### Clock network drawn from the DEF, run 1

Scale bar: 20 µm.
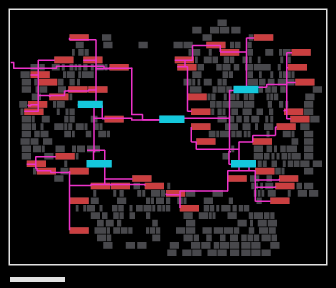
### The clock network, run 1

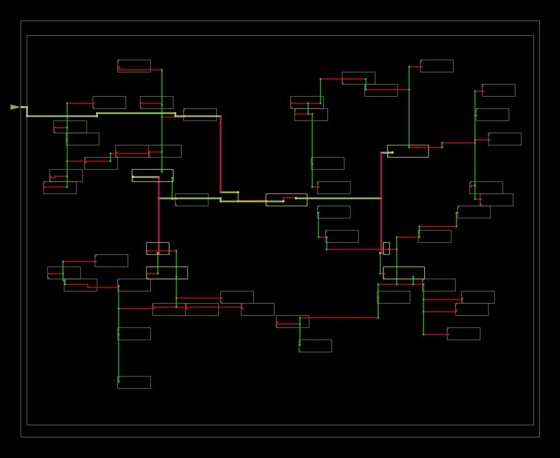
### Placement by cell class, run 1

Fill, decap, tap and diode cells in gray.
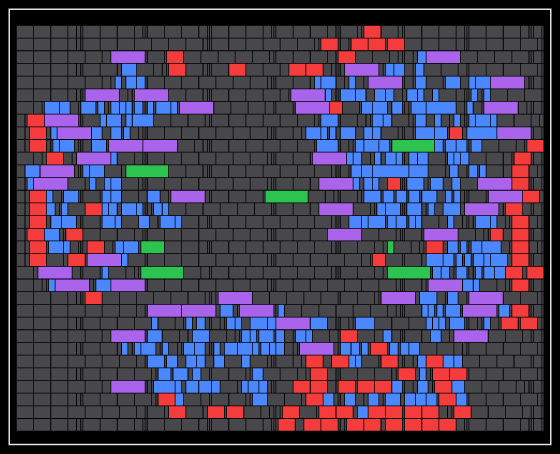
===== config.mk =====
export PLATFORM = sky130hd
export DESIGN_NAME = riscv_exec_monitor
export DESIGN_NICKNAME = d
export VERILOG_FILES = /design/src/rtl/riscv_mon_pkg.sv /design/src/rtl/mon_sat_counter.sv /design/src/rtl/riscv_exec_monitor.sv
export SDC_FILE = /design/constraint.sdc
export NUM_CORES = 1
export LEC_CHECK = 0
export ABC_CLOCK_PERIOD_IN_PS = 3300
export CAP_MARGIN = 20
export CORE_ASPECT_RATIO = 0.8
export CORE_MARGIN = 1
export CORE_UTILIZATION = 25
export CTS_CLUSTER_DIAMETER = 200
export DETAILED_ROUTE_END_ITERATION = 8
export HOLD_SLACK_MARGIN = 0.02
export PLACE_DENSITY = 0.66
export SYNTH_ARGS = -nofsm -noshare
export SYNTH_HDL_FRONTEND = slang
export SYNTH_SLANG_ARGS = --single-unit

===== constraint.sdc =====
create_clock -name clk -period 3.3 [get_ports clk]
set_clock_uncertainty 0.05 [all_clocks]
set_input_delay 0.66 -clock clk [delete_from_list [all_inputs] [get_ports clk]]
set_output_delay 0.66 -clock clk [all_outputs]
set_load 0.05 [all_outputs]

===== src/rtl/riscv_mon_pkg.sv =====
// riscv_mon_pkg
//   Shared types and constants for the RISC-V execution monitor.
//   cause_t : reason the monitored program stopped (held in halt_cause)
//   state_t : run-control state of the monitor
//   OP_BRANCH / INSTR_ECALL : encodings the monitor decodes
package riscv_mon_pkg;

    typedef enum logic [2:0] {
        CAUSE_NONE   = 3'd0,
        CAUSE_ECALL  = 3'd1,
        CAUSE_HALTW  = 3'd2,
        CAUSE_BRANCH = 3'd3,
        CAUSE_CYCLE  = 3'd4
    } cause_t;

    typedef enum logic [1:0] {
        ST_IDLE   = 2'd0,
        ST_RUN    = 2'd1,
        ST_HALTED = 2'd2
    } state_t;

    localparam logic [6:0]  OP_BRANCH   = 7'b1100011;
    localparam logic [31:0] INSTR_ECALL = 32'h00000073;

    // B-type instructions share a single major opcode.
    function automatic logic is_branch_op(input logic [6:0] opcode);
        return opcode == OP_BRANCH;
    endfunction

endpackage


===== src/rtl/mon_sat_counter.sv =====
// mon_sat_counter
//   Saturating up-counter used for the cycle, branch and store counts.
//   Ports:
//     clk        in   clock
//     rst        in   synchronous active-high reset
//     clr        in   synchronous clear to zero
//     inc        in   advance by one (held at all-ones once reached)
//     count      out  current count
//     count_plus out  value the counter would take if inc were asserted;
//                     lets the owner evaluate limits on the post-increment
//                     value without a combinational path through inc.
module mon_sat_counter #(
    parameter int W = 16
) (
    input  logic         clk,
    input  logic         rst,
    input  logic         clr,
    input  logic         inc,
    output logic [W-1:0] count,
    output logic [W-1:0] count_plus
);

    logic [W-1:0] count_q;
    logic [W-1:0] count_d;

    assign count_plus = (&count_q) ? count_q : count_q + {{(W-1){1'b0}}, 1'b1};

    always_comb begin
        count_d = count_q;
        if (clr) begin
            count_d = '0;
        end else if (inc) begin
            count_d = count_plus;
        end
    end

    always_ff @(posedge clk) begin
        if (rst) begin
            count_q <= '0;
        end else begin
            count_q <= count_d;
        end
    end

    assign count = count_q;

endmodule


===== src/rtl/riscv_exec_monitor.sv =====
// riscv_exec_monitor
//   Run-control monitor for the single-cycle RISC-V core. Watches the
//   retiring instruction stream and store port, counts cycles, branches and
//   stores, and stops the run on ECALL, the halt word, a branch-count limit
//   or a cycle watchdog. The first cause seen is latched in halt_cause.
//   Optional feature macro: MON_STORE_SIG_EN adds store_sig, a rotating
//   XOR signature over (address ^ data) of every counted store.
//   Ports:
//     clk, rst                    clock, synchronous active-high reset
//     start                       IDLE -> RUN (zeroes counters)
//     clear                       HALTED -> IDLE (zeroes counters)
//     instr_valid, instr          retiring instruction
//     mem_write, data_adr,
//     write_data                  store strobe / address / data
//     running, halted             state flags
//     halt_cause                  cause_t of the halt, NONE otherwise
//     cycle_count, branch_count,
//     store_count                 saturating counters, frozen outside RUN
//     store_sig                   (MON_STORE_SIG_EN only) store signature
module riscv_exec_monitor
    import riscv_mon_pkg::*;
#(
    parameter int          XLEN         = 32,
    parameter int          CNT_W        = 16,
    parameter int          BR_W         = 8,
    parameter int          MAX_CYCLES   = 1000,
    parameter int          MAX_BRANCHES = 20,
    parameter logic [31:0] HALT_WORD    = 32'hFFFFFFFF
) (
    input  logic             clk,
    input  logic             rst,
    input  logic             start,
    input  logic             clear,
    input  logic             instr_valid,
    input  logic [XLEN-1:0]  instr,
    input  logic             mem_write,
    input  logic [XLEN-1:0]  data_adr,
    input  logic [XLEN-1:0]  write_data,
`ifdef MON_STORE_SIG_EN
    output logic [XLEN-1:0]  store_sig,
`endif
    output logic             running,
    output logic             halted,
    output logic [2:0]       halt_cause,
    output logic [CNT_W-1:0] cycle_count,
    output logic [BR_W-1:0]  branch_count,
    output logic [CNT_W-1:0] store_count
);

    localparam logic [CNT_W-1:0] MAX_CYC_L = CNT_W'(MAX_CYCLES);
    localparam logic [BR_W-1:0]  MAX_BR_L  = BR_W'(MAX_BRANCHES);

    state_t state_q, state_d;
    cause_t cause_q, cause_d;
    cause_t hit_cause;

    logic             cnt_clr;
    logic             count_en;
    logic             instr_is_branch;
    logic [CNT_W-1:0] cyc_plus;
    logic [BR_W-1:0]  br_plus;
    logic [CNT_W-1:0] st_plus;
    logic [BR_W-1:0]  br_post;

    assign instr_is_branch = is_branch_op(instr[6:0]);

    mon_sat_counter #(.W(CNT_W)) u_cycle_cnt (
        .clk        (clk),
        .rst        (rst),
        .clr        (cnt_clr),
        .inc        (count_en),
        .count      (cycle_count),
        .count_plus (cyc_plus)
    );

    mon_sat_counter #(.W(BR_W)) u_branch_cnt (
        .clk        (clk),
        .rst        (rst),
        .clr        (cnt_clr),
        .inc        (count_en & instr_is_branch),
        .count      (branch_count),
        .count_plus (br_plus)
    );

    mon_sat_counter #(.W(CNT_W)) u_store_cnt (
        .clk        (clk),
        .rst        (rst),
        .clr        (cnt_clr),
        .inc        (count_en & mem_write),
        .count      (store_count),
        .count_plus (st_plus)
    );

    // Limits compare against the value the counters will hold after this
    // instruction is counted, so the triggering instruction is included.
    assign br_post = instr_is_branch ? br_plus : branch_count;

    always_comb begin
        hit_cause = CAUSE_NONE;
        if (instr == XLEN'(INSTR_ECALL)) begin
            hit_cause = CAUSE_ECALL;
        end else if (instr == XLEN'(HALT_WORD)) begin
            hit_cause = CAUSE_HALTW;
        end else if (br_post > MAX_BR_L) begin
            hit_cause = CAUSE_BRANCH;
        end else if (cyc_plus == MAX_CYC_L) begin
            hit_cause = CAUSE_CYCLE;
        end
    end

    always_comb begin
        state_d  = state_q;
        cause_d  = cause_q;
        cnt_clr  = 1'b0;
        count_en = 1'b0;
        case (state_q)
            ST_IDLE: begin
                if (start) begin
                    state_d = ST_RUN;
                    cnt_clr = 1'b1;
                    cause_d = CAUSE_NONE;
                end
            end
            ST_RUN: begin
                if (instr_valid) begin
                    count_en = 1'b1;
                    if (hit_cause != CAUSE_NONE) begin
                        state_d = ST_HALTED;
                        cause_d = hit_cause;
                    end
                end
            end
            ST_HALTED: begin
                if (clear) begin
                    state_d = ST_IDLE;
                    cnt_clr = 1'b1;
                    cause_d = CAUSE_NONE;
                end
            end
            default: begin
                state_d = ST_IDLE;
                cause_d = CAUSE_NONE;
            end
        endcase
    end

    always_ff @(posedge clk) begin
        if (rst) begin
            state_q <= ST_IDLE;
            cause_q <= CAUSE_NONE;
        end else begin
            state_q <= state_d;
            cause_q <= cause_d;
        end
    end

`ifdef MON_STORE_SIG_EN
    logic [XLEN-1:0] sig_q, sig_d;

    always_comb begin
        sig_d = sig_q;
        if (state_q == ST_IDLE && start) begin
            sig_d = '0;
        end else if (count_en && mem_write) begin
            sig_d = {sig_q[XLEN-2:0], sig_q[XLEN-1]} ^ data_adr ^ write_data;
        end
    end

    always_ff @(posedge clk) begin
        if (rst) begin
            sig_q <= '0;
        end else begin
            sig_q <= sig_d;
        end
    end

    assign store_sig = sig_q;
`else
    // Store address/data only feed the signature.
    logic unused_store_bus;
    assign unused_store_bus = ^{data_adr, write_data};
`endif

    // Store counter's look-ahead value has no limit attached.
    logic unused_st_plus;
    assign unused_st_plus = ^st_plus;

    assign running    = (state_q == ST_RUN);
    assign halted     = (state_q == ST_HALTED);
    assign halt_cause = cause_q;

endmodule


==> run_summary.xml, run 1 <==
<?xml version="1.0" encoding="UTF-8"?>
<metrics>
  <group name="route">
    <metric name="antenna_left" unit="">0</metric>
    <metric name="wl_met1" unit="µm">3433</metric>
    <metric name="dr_total_vias" unit="">2652</metric>
    <metric name="wl_met2" unit="µm">3150</metric>
    <metric name="wl_met3" unit="µm">290</metric>
    <metric name="iteration_0_drc_markers" unit="">117</metric>
    <metric name="drc" unit="">0</metric>
  </group>
  <group name="synth">
    <metric name="synth_flops" unit="">45</metric>
    <metric name="synth.area.top_cells" unit="">sky130_fd_sc_hd__dfxtp_1 35%, sky130_fd_sc_hd__nor2_1 7.4%, sky130_fd_sc_hd__xor2_1 4.7%, sky130_fd_sc_hd__nand4_1 4.6%, sky130_fd_sc_hd__xnor2_1 4.4%</metric>
    <metric name="synth_cells" unit="">326</metric>
    <metric name="yosysSeqAreaShare" unit="">0.3477</metric>
    <metric name="synthDominantCellAreaShare" unit="">0.3477</metric>
    <metric name="post_synth_num_cell_types" unit="">47</metric>
    <metric name="aoi_share" unit="">0.1101</metric>
    <metric name="synth.largest_area_cell" unit="">sky130_fd_sc_hd__dfxtp_1</metric>
    <metric name="syn-cell-area" unit="µm²">2591</metric>
  </group>
  <group name="placed_design">
    <metric name="pre_cts_slack" unit="ns">0.07465</metric>
    <metric name="hpwlAfterDp" unit="µm">5284</metric>
    <metric name="place_congestion" unit="">0.8159</metric>
    <metric name="place_inst" unit="">538</metric>
  </group>
  <group name="timing">
    <metric name="max_freq" unit="GHz">0.3426</metric>
    <metric name="report.final.slew_viol_count" unit="">0</metric>
    <metric name="post-route-min-period" unit="ns">2.919</metric>
    <metric name="timing.final.hold_violations" unit="">0</metric>
    <metric name="postLayoutSetupSlackWorst" unit="ns">0.3807</metric>
    <metric name="finalSetupTns" unit="ns">0</metric>
    <metric name="max_slew.worst_pin.slew" unit="ns">0.6205</metric>
    <metric name="grt_setup_unrepaired" unit="">no</metric>
    <metric name="final.period_utilization" unit="">0.8846</metric>
  </group>
  <group name="power_and_ir_drop">
    <metric name="max-vdd-ir-drop" unit="mV">0.1534</metric>
    <metric name="power_density" unit="nW/µm²">309.7</metric>
    <metric name="static-leakage-power" unit="µW">0.001196</metric>
  </group>
  <group name="clock_tree">
    <metric name="cts_buffers" unit="">5</metric>
    <metric name="cts.root.buffer_cell" unit="">sky130_fd_sc_hd__clkbuf_16</metric>
  </group>
  <group name="flow_run">
    <metric name="drv.max_cap_violation_count" unit="">0</metric>
  </group>
  <group name="worst_setup_path">
    <metric name="crit_fanout" unit="">6</metric>
    <metric name="crit_required" unit="ns">3.46</metric>
    <metric name="worst_path_largest_cell_delay" unit="ns">0.58</metric>
    <metric name="cp.arrival" unit="ns">3.08</metric>
  </group>
  <group name="floorplan">
    <metric name="die-height" unit="µm">93.06</metric>
    <metric name="fp-utilization" unit="">0.2631</metric>
  </group>
  <group name="grt">
    <metric name="first_global_vias" unit="">2581</metric>
  </group>
  <group name="run_status">
    <metric name="result_of_the_run" unit="">finished, final reports clean</metric>
  </group>
</metrics>
## Picture notes: 'Clock network drawn from the DEF'
[clock-net drivers] cyan | count: 5
[flip-flops] red | count: 45
[clock wires] magenta | length: 672 µm
routed clock nets	6
clock power share: 0.435
insertion delay of the later-clocked pin in the worst-skew pair: 0.29 ns
Clock group: 500 µW

## Picture notes: 'The clock network'
number of sequential storage elements: 45
clk_buf instances: 7
number of clock sinks: 45

## Picture notes: 'Placement by cell class'
class	color	cells	share of their area
registers	purple	45	25%
clock drivers and dummy loads	green	7	4.0%
remaining logic cells	blue	270	46%
remaining buffers and delay cells	red	87	24%
post-layout utilization of the core: 0.3772
post-route standard cell area excluding fillers: 3715 µm²
floorplan core area: 9849 µm²
sequential share of cell area: 0.2425
placement row count: 32

run 1: metal layers:
metal	GRT usage	vias to the layer above
met5	0	-
met3	0.03694	10
met4	0.03526	0
li1	-	1353
met2	0.2257	53
met1	0.1786	1236
run 1: final timing paths:
kind | startpoint | to | slack [ns] | cells after the start
worst min-delay path | halt_cause[1] | halt_cause[1] | 0.43 | 2
worst max register to register | u_cycle_cnt.count[1] | halt_cause[2] | 0.38 | 8
worst max-delay path | u_cycle_cnt.count[1] | halt_cause[2] | 0.38 | 8
worst min register to register | halt_cause[1] | halt_cause[1] | 0.43 | 2
run 1: per-stage QoR:
stage / total power (µW) / hold WS (ns)
2_1_floorplan: 595.8 / 0.4091
3_3_place_gp: 661.1 / 0.4239
3_5_place_dp: 662.4 / 0.4230
4_1_cts: 1167 / 0.4326
5_1_grt: 1204 / 0.4661
6_report: 1151 / 0.4292
run 1: power breakdown:
group | internal [µW] | switching, µW | total [µW]
Sequential | 545 | 2.37 | 547
Combinational | 55.0 | 47.8 | 103
Clock | 298 | 203 | 500
Total | 898 | 253 | 1150
run 1: final cells by class:
class                   count  area [µm²]  area share
repair buffers             87       858.3      0.2311
clock buffers               7       142.6     0.03840
multi-input cells         262        1613      0.4342
well taps                 136       170.2     0.04581
flip-flops and latches     45       900.9      0.2425
inverters                   8       30.03    0.008084
run 1: registers in the layout (all words and copies together), names as in the netlist:
| signal | flops |
|---|---|
| halt_cause | 3 |
| state_q | 2 |
| u_branch_cnt.count | 8 |
| u_cycle_cnt.count | 16 |
| u_store_cnt.count | 16 |
run 1: critical path: cells and delay by family, from the launching register on:
kind,cells,cell delay (ns)
AND/OR/NAND/NOR,4,1.58
AND-OR/OR-AND,2,0.28
adder cells (fa/ha/maj),1,0.27
multiplexers,1,0.23
flip-flops,1,0.42
### Sequential cells colored by netlist name, run 1

Scale bar: 20 µm. Other sequential cells in the stronger gray, the rest of the logic in the fainter gray.
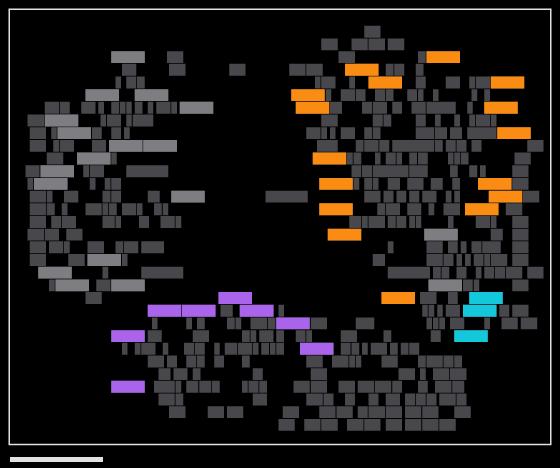

==> run 2, diff against run 1 <==
- ABC_AREA: default -> 0
- REMOVE_ABC_BUFFERS: default -> 1
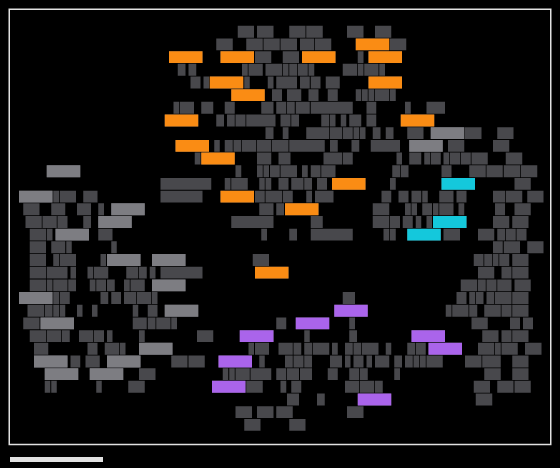
*Sequential cells colored by netlist name, run 2*
Scale bar: 20 µm. Other sequential cells in the stronger gray, the rest of the logic in the fainter gray.
signal	color	flops
u_cycle_cnt.count	orange	16
u_branch_cnt.count	purple	8
halt_cause	cyan	3
not colored	18
sequential-cell power consumption: 548 µW
sequential share of cell area: 0.2408

==> run_summary.xml, run 2 <==
<?xml version="1.0" encoding="UTF-8"?>
<metrics>
  <group name="run_status">
    <metric name="result_of_the_run" unit="">finished, final reports clean</metric>
  </group>
  <group name="worst_setup_path">
    <metric name="reg2regPathDepth" unit="">8</metric>
    <metric name="crit_required" unit="ns">3.46</metric>
    <metric name="critical_path.endpoint" unit="">halt_cause[2]</metric>
    <metric name="timing.rr.start" unit="">u_cycle_cnt.count[0]</metric>
    <metric name="crit_fanout" unit="">7</metric>
    <metric name="setup_slack_on_the_worst_flop_to_flop_path" unit="ns">0.30</metric>
    <metric name="cp.arrival" unit="ns">3.16</metric>
  </group>
  <group name="floorplan">
    <metric name="die-height" unit="µm">93.06</metric>
    <metric name="fp.coreArea" unit="µm²">9849</metric>
    <metric name="row_count" unit="">32</metric>
  </group>
  <group name="flow_run">
    <metric name="drv.max_cap_violation_count" unit="">0</metric>
  </group>
  <group name="route">
    <metric name="wl_met3" unit="µm">508</metric>
    <metric name="dr_total_vias" unit="">2676</metric>
    <metric name="drc" unit="">0</metric>
    <metric name="antenna_left" unit="">0</metric>
  </group>
  <group name="hold_path">
    <metric name="holdCritStartpoint" unit="">halt_cause[0]</metric>
    <metric name="worst_hold_path.endpoint" unit="">halt_cause[0]</metric>
  </group>
  <group name="synth">
    <metric name="synthDominantCellAreaShare" unit="">0.3477</metric>
    <metric name="post_synth_num_cell_types" unit="">47</metric>
    <metric name="aoi_share" unit="">0.1101</metric>
    <metric name="synth.area.top_cells" unit="">sky130_fd_sc_hd__dfxtp_1 35%, sky130_fd_sc_hd__nor2_1 7.4%, sky130_fd_sc_hd__xor2_1 4.7%, sky130_fd_sc_hd__nand4_1 4.6%, sky130_fd_sc_hd__xnor2_1 4.4%</metric>
    <metric name="synth_flops" unit="">45</metric>
    <metric name="syn-cell-area" unit="µm²">2591</metric>
    <metric name="synth_cells" unit="">326</metric>
  </group>
  <group name="timing">
    <metric name="timing.final.hold_violations" unit="">0</metric>
    <metric name="max_freq" unit="GHz">0.3336</metric>
    <metric name="grt_setup_unrepaired" unit="">no</metric>
    <metric name="whs" unit="ns">0.4358</metric>
    <metric name="finalSetupTns" unit="ns">0</metric>
    <metric name="report.final.slew_viol_count" unit="">0</metric>
    <metric name="post-route-min-period" unit="ns">2.998</metric>
    <metric name="final.period_utilization" unit="">0.9084</metric>
    <metric name="max_slew.worst_pin.slew" unit="ns">0.6065</metric>
  </group>
  <group name="placed_design">
    <metric name="hpwlAfterDp" unit="µm">5332</metric>
    <metric name="place_congestion" unit="">0.8598</metric>
  </group>
  <group name="power_and_ir_drop">
    <metric name="max-vdd-ir-drop" unit="mV">0.2563</metric>
    <metric name="power_density" unit="nW/µm²">331.6</metric>
    <metric name="total_power" unit="µW">1241</metric>
    <metric name="static-leakage-power" unit="µW">0.001205</metric>
  </group>
  <group name="grt">
    <metric name="use_met2" unit="">0.2153</metric>
    <metric name="grt-busiest-layer" unit="">met2</metric>
    <metric name="grt_util_met1" unit="">0.1690</metric>
    <metric name="first_global_vias" unit="">2525</metric>
    <metric name="met3_usage_grt" unit="">0.03240</metric>
  </group>
  <group name="layout">
    <metric name="design_area" unit="µm²">3741</metric>
  </group>
  <group name="clock_tree">
    <metric name="clock_latency" unit="ns">0.28</metric>
    <metric name="cts_num_sinks" unit="">45</metric>
    <metric name="cts.root.buffer_cell" unit="">sky130_fd_sc_hd__clkbuf_16</metric>
  </group>
</metrics>
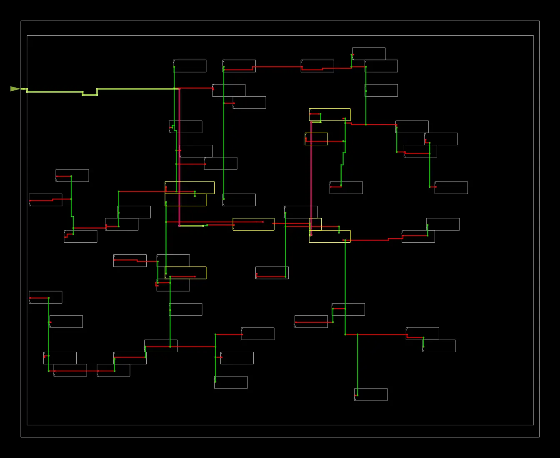
*The clock network, run 2*
CTS Buf Count: 5
Clock group: 592 µW
clk_buf instances: 6

## run 2: cell counts after synthesis
No cell type changed its count.
## run 2: critical path, stage by stage (launching register included)
cell	delay [ns]
sky130_fd_sc_hd__dfxtp_1	0.46
sky130_fd_sc_hd__ha_1	0.28
sky130_fd_sc_hd__and3_1	0.32
sky130_fd_sc_hd__a31oi_1	0.16
sky130_fd_sc_hd__nor4_1	0.35
sky130_fd_sc_hd__nand4_1	0.14
sky130_fd_sc_hd__or4_4	0.53
sky130_fd_sc_hd__or4b_1	0.48
sky130_fd_sc_hd__a31oi_1	0.16
## run 2: layout make-up
class                           count  area (µm²)
Inverter                            8       30.03
Timing Repair Buffer               86       850.8
Tap cell                          136       170.2
Clock buffer                        6       138.9
Clock inverter                      2       37.54
Fill cell                        1044        6108
Multi-Input combinational cell    262        1613
Sequential cell                    45       900.9
## run 2: cells by family after synthesis
kind of cell,Yosys count
AND/OR/NAND/NOR,178
multiplexers,10
AND-OR/OR-AND,44
XOR/XNOR,27
buffers and inverters,19
adder cells (fa/ha/maj),3
flip-flops,45
## run 2: power breakdown
| part | internal (µW) | leakage [µW] | switching [µW] |
|---|---|---|---|
| sequential | 545 | 0.000363 | 3.30 |
| clock | 378 | 0.0000831 | 214 |
| combinational | 53.6 | 0.000759 | 46.9 |
| total | 976 | 0.00120 | 264 |
## run 2: metrics by stage
stage | utilization | cells | worst slack [ns]
floorplan | - | 315 | 0.1074
global placement | 0.3619 | 537 | 0.2061
detailed placement | 0.3619 | 537 | 0.1298
CTS | 0.3798 | 545 | 0.3179
global route | 0.3798 | 545 | 0.1137
finish | 0.3798 | 545 | 0.3023
No activity file was given, so power comes from the tool's default toggle rates.
